Figure 1. Routed metal per tile.
Scale bar: 20 um. The die is cut into 23 by 40 equal tiles; dark purple is low, yellow is high, scaled to the fullest tile. Values are wire area over tile area, all layers added.
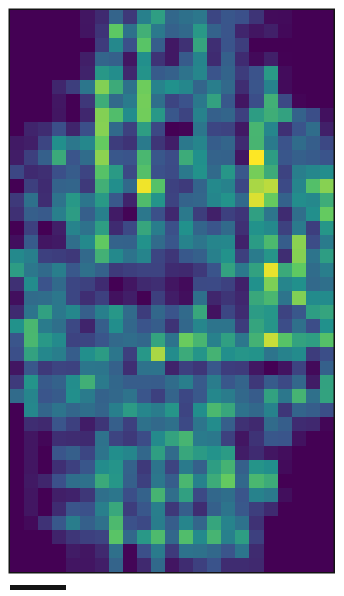
Figure 2. Signal wires on met4.
Scale bar: 20 um. Supply wires on this layer in gray.
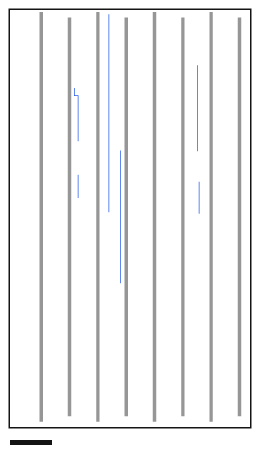
Figure 3. Where the registers sit.
Other sequential cells in the stronger gray, the rest of the logic in the fainter gray.
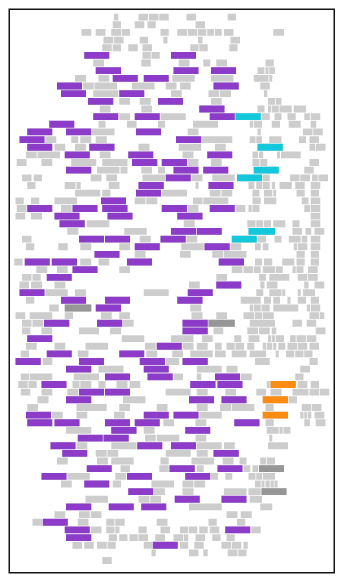
### config.mk
export PLATFORM = sky130hd
export DESIGN_NAME = tx_pull_unit
export DESIGN_NICKNAME = d
export VERILOG_FILES = /design/src/rtl/tx_pull_unit.sv
export SDC_FILE = /design/constraint.sdc
export NUM_CORES = 1
export LEC_CHECK = 0
export CAP_MARGIN = 10
export CORE_ASPECT_RATIO = 1.75
export CORE_UTILIZATION = 32
export DETAILED_ROUTE_END_ITERATION = 8
export PLACE_DENSITY = 0.5
export SYNTH_ARGS = -nofsm -noshare
export SYNTH_HDL_FRONTEND = slang
export SYNTH_SLANG_ARGS = --single-unit
### constraint.sdc
create_clock -name clk -period 3.5 [get_ports clk]
set_input_delay 0.525 -clock clk [delete_from_list [all_inputs] [get_ports clk]]
set_output_delay 0.525 -clock clk [all_outputs]
set_load 0.005 [all_outputs]
### src/rtl/tx_pull_unit.sv
// TX FIFO feeding the output shift register: buffers system words and resolves
// PULL / OUT / autopull requests into same-cycle OSR load and shift controls.
module tx_pull_unit #(
    parameter int DEPTH  = 4,
    parameter int DATA_W = 32,
    localparam int AW    = $clog2(DEPTH),
    localparam int LW    = AW + 1
) (
    input  logic              clk,
    input  logic              rst_n,
    input  logic [DATA_W-1:0] wr_data,
    input  logic              wr_valid,
    output logic              wr_ready,
    input  logic              pull_req,
    input  logic              pull_block,
    input  logic [DATA_W-1:0] x_data,
    input  logic              out_req,
    input  logic [5:0]        out_count,
    input  logic              autopull_en,
    input  logic [5:0]        pull_thresh,
    output logic              pull_done,
    output logic              out_done,
    output logic              stall,
    output logic              osr_load,
    output logic [DATA_W-1:0] osr_data,
    output logic              osr_shift_en,
    output logic [5:0]        osr_shift_count,
    output logic [5:0]        osr_count,
    output logic [LW-1:0]     fifo_level,
    output logic              tx_empty,
    output logic              tx_full
);

    logic [DATA_W-1:0] mem_q [DEPTH];
    logic [DATA_W-1:0] mem_d [DEPTH];
    logic [AW-1:0]     rd_ptr_q, rd_ptr_d;
    logic [AW-1:0]     wr_ptr_q, wr_ptr_d;
    logic [LW-1:0]     level_q, level_d;
    logic [5:0]        osr_count_q, osr_count_d;

    logic       push, pop;
    logic [6:0] thresh, nbits, osr_sum;
    logic       refill_due;

    assign tx_empty   = (level_q == '0);
    assign tx_full    = (level_q == LW'(DEPTH));
    assign wr_ready   = !tx_full;
    assign fifo_level = level_q;
    assign osr_count  = osr_count_q;
    assign push       = wr_valid && wr_ready;

    // Zero encodings of 32 are widened to 7 bits so 32 is representable in compares and sums.
    assign thresh     = (pull_thresh == 6'd0) ? 7'd32 : {1'b0, pull_thresh};
    assign nbits      = (out_count == 6'd0) ? 7'd32 : {1'b0, out_count};
    assign osr_sum    = {1'b0, osr_count_q} + nbits;
    assign refill_due = autopull_en && ({1'b0, osr_count_q} >= thresh);

    always_comb begin
        pull_done       = 1'b0;
        out_done        = 1'b0;
        stall           = 1'b0;
        osr_load        = 1'b0;
        osr_data        = '0;
        osr_shift_en    = 1'b0;
        osr_shift_count = 6'd0;
        pop             = 1'b0;
        osr_count_d     = osr_count_q;

        if (pull_req) begin
            if (autopull_en && !refill_due) begin
                pull_done = 1'b1;
            end else if (!tx_empty) begin
                osr_load    = 1'b1;
                osr_data    = mem_q[rd_ptr_q];
                pop         = 1'b1;
                osr_count_d = 6'd0;
                pull_done   = 1'b1;
            end else if (pull_block) begin
                stall = 1'b1;
            end else begin
                osr_load    = 1'b1;
                osr_data    = x_data;
                osr_count_d = 6'd0;
                pull_done   = 1'b1;
            end
        end else if (out_req) begin
            // A due refill takes the cycle; the OUT is replayed once the OSR is fresh.
            if (refill_due) begin
                stall = 1'b1;
                if (!tx_empty) begin
                    osr_load    = 1'b1;
                    osr_data    = mem_q[rd_ptr_q];
                    pop         = 1'b1;
                    osr_count_d = 6'd0;
                end
            end else begin
                osr_shift_en    = 1'b1;
                osr_shift_count = nbits[5:0];
                osr_count_d     = (osr_sum > 7'd32) ? 6'd32 : osr_sum[5:0];
                out_done        = 1'b1;
            end
        end else if (refill_due && !tx_empty) begin
            osr_load    = 1'b1;
            osr_data    = mem_q[rd_ptr_q];
            pop         = 1'b1;
            osr_count_d = 6'd0;
        end
    end

    always_comb begin
        mem_d    = mem_q;
        wr_ptr_d = wr_ptr_q;
        rd_ptr_d = rd_ptr_q;
        level_d  = level_q;
        if (push) begin
            mem_d[wr_ptr_q] = wr_data;
            wr_ptr_d        = wr_ptr_q + AW'(1);
        end
        if (pop) rd_ptr_d = rd_ptr_q + AW'(1);
        if (push && !pop) level_d = level_q + LW'(1);
        else if (pop && !push) level_d = level_q - LW'(1);
    end

    always_ff @(posedge clk or negedge rst_n) begin
        if (!rst_n) begin
            for (int i = 0; i < DEPTH; i++) mem_q[i] <= '0;
            rd_ptr_q    <= '0;
            wr_ptr_q    <= '0;
            level_q     <= '0;
            osr_count_q <= 6'd32;
        end else begin
            mem_q       <= mem_d;
            rd_ptr_q    <= rd_ptr_d;
            wr_ptr_q    <= wr_ptr_d;
            level_q     <= level_d;
            osr_count_q <= osr_count_d;
        end
    end

endmodule

==> qor.log <==
[run_status] result of the run finished, final reports clean
[floorplanning] FP Core Util 0.325
[setup_path] standard cell with the maximum stage delay on the critical path sky130_fd_sc_hd__clkdlybuf4s50_1
[global_routing] GR met1 Demand/Resource 0.188
[synthesis] post-synth area from yosys stat 7150 um2
[global_routing] GR Layer Usage met3 0.0320
[synthesis] instance tally after logic synthesis 492
[timing] Least-Margin Pin Slew 1.10 ns
[power_and_ir_drop] Power Dens Cells 876 nW/um2
[drt] via/cell ratio 4.96
[floorplanning] floorplan die width 115 um
[setup_path] Slowest Stage Delay on Critical Path 0.47 ns
[timing] Max Slew Vio Count 0
[synthesis] Most used DFF post-synth sky130_fd_sc_hd__dfrtp_1
[clock_tree] master cell of the clock root buffer sky130_fd_sc_hd__clkbuf_16
[global_routing] total congestion overflow 0
[power_and_ir_drop] maximum VDD drop 0.000348 V
[floorplanning] count of boundary I/O pins 138
[timing] final setup violation count 0
[synthesis] cell area after synthesis 7150 um2
[setup_path] nature of the critical path endpoint output port
[power_and_ir_drop] LEAKAGE 4.12 nW
[power_and_ir_drop] Sequential Power Share 0.360
[setup_path] critical path type input port to output port
[setup_path] Worst Path Arrival 2.88 ns
[synthesis] count of warnings emitted by yosys 0
[placed_design] estimated wirelength of the detail-placed design 13.0 mm
[cells_and_area] number of nets at the end of the flow 752
[clock_tree] clock sink total 141
[global_routing] met2 demand-to-capacity share in global routing 0.338
[global_routing] Most Crowded Layer GR met2
[synthesis] largest area contributor in the netlist sky130_fd_sc_hd__dfrtp_1
[drt] total iterations of the first detailed-routing run 4
[placed_design] Port Buffers 137
[global_routing] first-pass GRT wire length 29.5 mm
[cells_and_area] combined area of the multi-input logic cells 3410 um2
[clock_tree] H-tree levels 4
[floorplanning] die outline height 200 um
[synthesis] Largest type area fraction 0.490
[cells_and_area] Synth-to-Final Area Change 34.1%
[clock_tree] CTS clk-pin slew, worst paths 0.06 ns
[power_and_ir_drop] Switching Fraction 0.327
[synthesis] post-synthesis cell type count 51
[global_routing] global-route usage over all layers 0.175
[clock_tree] clock tree from TritonCTS yes
[power_and_ir_drop] clock network fraction of design power 0.211
[floorplanning] area inside the core boundary 22,000 um2
[timing] worst rel slew slack 0.265
[clock_tree] Num CTS Buffers 17
[hold_path] class of the worst hold path input port to asynchronous set/reset pin
[floorplanning] Chip Footprint 23,000 um2
[setup_path] Startpoint Class input port
[drt] mean routed wirelength per cell 19.6 um
[synthesis] dominant cell by count in the synthesized netlist sky130_fd_sc_hd__dfrtp_1
[synthesis] count of library flops with an enable pin 0
[drt] number of design-rule violations left by the first detailed-router iteration 198
[timing] final number of hold-violating endpoints 0
[setup_path] number of cells on the worst reg-to-reg path 15
[global_routing] pin count of the biggest net entering global routing 119
[setup_path] data required time of the critical path 2.97 ns
[synthesis] Post-Synthesis Net Count 594
[synthesis] share of flip-flops with an asynchronous set or reset 1.00
[job] tally of OpenROAD warnings 32
[clock_tree] insertion delay at the late pin of the worst-skew pair 0.42 ns
[power_and_ir_drop] P_sw 2.75 mW
[floorplanning] row cnt 72
[setup_path] worst reg-to-reg setup slack 0.52 ns
[job] reported max-cap violation count 0
[power_and_ir_drop] share of power burned in combinational logic 0.429
[setup_path] peak fanout along the critical path 4
[synthesis] Post-synth seq share 0.494
[global_routing] antenna violations before repair 0
[timing] worst clock skew 0.00618 ns
[timing] post-route fraction of the period consumed by the critical path 0.972
[setup_path] RR Endpoint fifo_level[2]
[cells_and_area] Layout fillers 2,088
[clock_tree] largest buffer count on any clock path 2
[cells_and_area] total inserted antenna cells 0
[synthesis] biggest area cells sky130_fd_sc_hd__dfrtp_1, sky130_fd_sc_hd__mux2_1, sky130_fd_sc_hd__mux4_2
[setup_path] chain of cells forming the critical path clkdlybuf4s50_1 -> inv_2 -> a21oi_2 -> ha_1 -> and4_4 -> a211oi_4 -> nor4bb_4 -> buf_6 -> buf_8 -> buf_4 -> a22o_1 -> dlygate4sd2_1
[synthesis] Synth Area per Inst 14.5 um2
[placed_design] final weighted congestion in routability-driven placement 0.844
[cells_and_area] share of layout cells above drive strength 1 0.213
[setup_path] startpoint of the lowest-slack register-to-register path osr_count[0]
[power_and_ir_drop] design internal power 5.66 mW
[synthesis] flops & latches, synth 141
[drt] number of remaining DRC errors 0
[synthesis] # Cells Yosys 492
[global_routing] via count of the first global-routing pass 5,302
[timing] peak clock frequency supported by timing 0.294 GHz
[power_and_ir_drop] power after layout 8.40 mW
[timing] clock period minus worst slack 3.40 ns
[synthesis] top cell types by occurrence after synthesis sky130_fd_sc_hd__dfrtp_1, sky130_fd_sc_hd__mux2_1, sky130_fd_sc_hd__a22o_1, sky130_fd_sc_hd__mux4_2, sky130_fd_sc_hd__ha_1
[drt] count of antenna-violating nets left after detailed routing 0
About Figure 1:
tiles over half the peak = 17%
densest ninth of the die = east
nearly empty tiles = 15%
fullest tile = 0.43

About Figure 2:
share of all routed wire = 1.3%
wire length on this layer = 251 um
longest straight run = 94.5 um
main direction = vertical
wire length reported by the detailed router: 18.8 mm
via count of the routed design: 4,761

About Figure 3:
mem_q -> purple  # flops 128
osr_count -> cyan  # flops 6
fifo_level -> orange  # flops 3
not colored = 4
final design utilization: 0.436
share of cell area taken by flip-flops and latches: 0.368
power consumed by sequential cells: 3.03 mW
Sequential cell area: 3530 um2

## cells in the final DEF (no fill, tap or decap), drive strengths merged, types with 4 or more instances in the layout
cell,synthesis,final
and2,7,7
o211ai,9,9
clkinvlp,0,6
nor2,8,8
nand2b,5,5
ha,17,17
dlygate4sd2,0,23
inv,14,16
clkbuf,7,28
nand2,13,13
buf,26,36
a21o,4,4
dfrtp,140,140
o22ai,5,5
xor2,4,4
mux2,129,129
a22o,32,32
clkdlybuf4s50,0,100
mux4,32,32
## critical path, delay by kind of cell
family / cells / cell delay (ns)
fa+ha+maj: 1 / 0.26
simple gates: 2 / 0.27
compound gates: 3 / 0.62
buf+inv: 6 / 1.20
## routing by layer
layer	wire length, um	part of all wire
met1	7080	0.38
met2	10800	0.57
met3	685	0.036
met4	251	0.013
met5	0	0
## how the worst max path moves through the flow
stage	cells after the start	start	end	slack, ns
after floorplan	12	pull_thresh[4]	fifo_level[1]	0.41
after global placement	11	pull_thresh[4]	osr_data[27]	-0.31
after detailed placement	11	pull_thresh[4]	osr_data[26]	-0.32
after CTS	12	pull_thresh[3]	osr_data[11]	-0.04
after global routing	13	pull_thresh[1]	osr_data[12]	-0.008
final	12	pull_thresh[3]	osr_data[22]	0.1
## layout make-up
class                           count  share of cell area
Inverter                           14             0.00548
Sequential cell                   141               0.368
Clock inverter                     13              0.0147
Multi-Input combinational cell    304               0.356
Timing Repair Buffer              172               0.171
Tap cell                          296              0.0386
Clock buffer                       19              0.0462
## logic make-up (layout without fill, tap and decap cells)
family	after synthesis	count (layout)	synth area share
adder cells (fa/ha/maj)	19	19	0.0354
AND/OR/NAND/NOR	47	47	0.0396
flip-flops	141	141	0.494
buffers and inverters	47	218	0.0376
AND-OR/OR-AND	70	70	0.0812
XOR/XNOR	7	7	0.00858
multiplexers	161	161	0.304
## timing repair
action | in CTS | in global routing
hold buffers | 0 | 0
resized | 63 | 19
cloned | 3 | 0
setup endpoints to repair | 43 | 39
endpoints found under the hold margin | 0 | 0
pin swaps | 2 | 10
buffers inserted | 7 | 5
## registers in the layout, summed over array words and instances (netlist names)
signal      flops
fifo_level      3
rd_ptr_q        2
mem_q         128
wr_ptr_q        2
osr_count       6
## power groups by stage
| stage | registers (mW) | clock network (mW) | logic [mW] |
|---|---|---|---|
| floorplan | 2.80 | 0 | 2.45 |
| global placement | 3.00 | 0 | 3.66 |
| detailed placement | 3.07 | 0 | 3.75 |
| CTS | 3.05 | 1.82 | 3.70 |
| global route | 3.15 | 1.89 | 3.95 |
| finish | 3.03 | 1.77 | 3.60 |
## through the flow
| stage | cell area (um2) | TNS, ns | hold WS [ns] | setup WS [ns] | instances |
|---|---|---|---|---|---|
| 2_1_floorplan | 7150 | 0 | 0.229 | 0.408 | 492 |
| 3_3_place_gp | 8870 | -11.30 | 0.468 | -0.310 | 913 |
| 3_5_place_dp | 8870 | -11.15 | 0.476 | -0.317 | 913 |
| 4_1_cts | 9580 | -0.216 | 0.326 | -0.0414 | 955 |
| 5_1_grt | 9590 | -0.0346 | 0.381 | -0.00803 | 959 |
| 6_report | 9590 | 0 | 0.261 | 0.0969 | 959 |
Power is estimated from default activity; no workload was simulated.
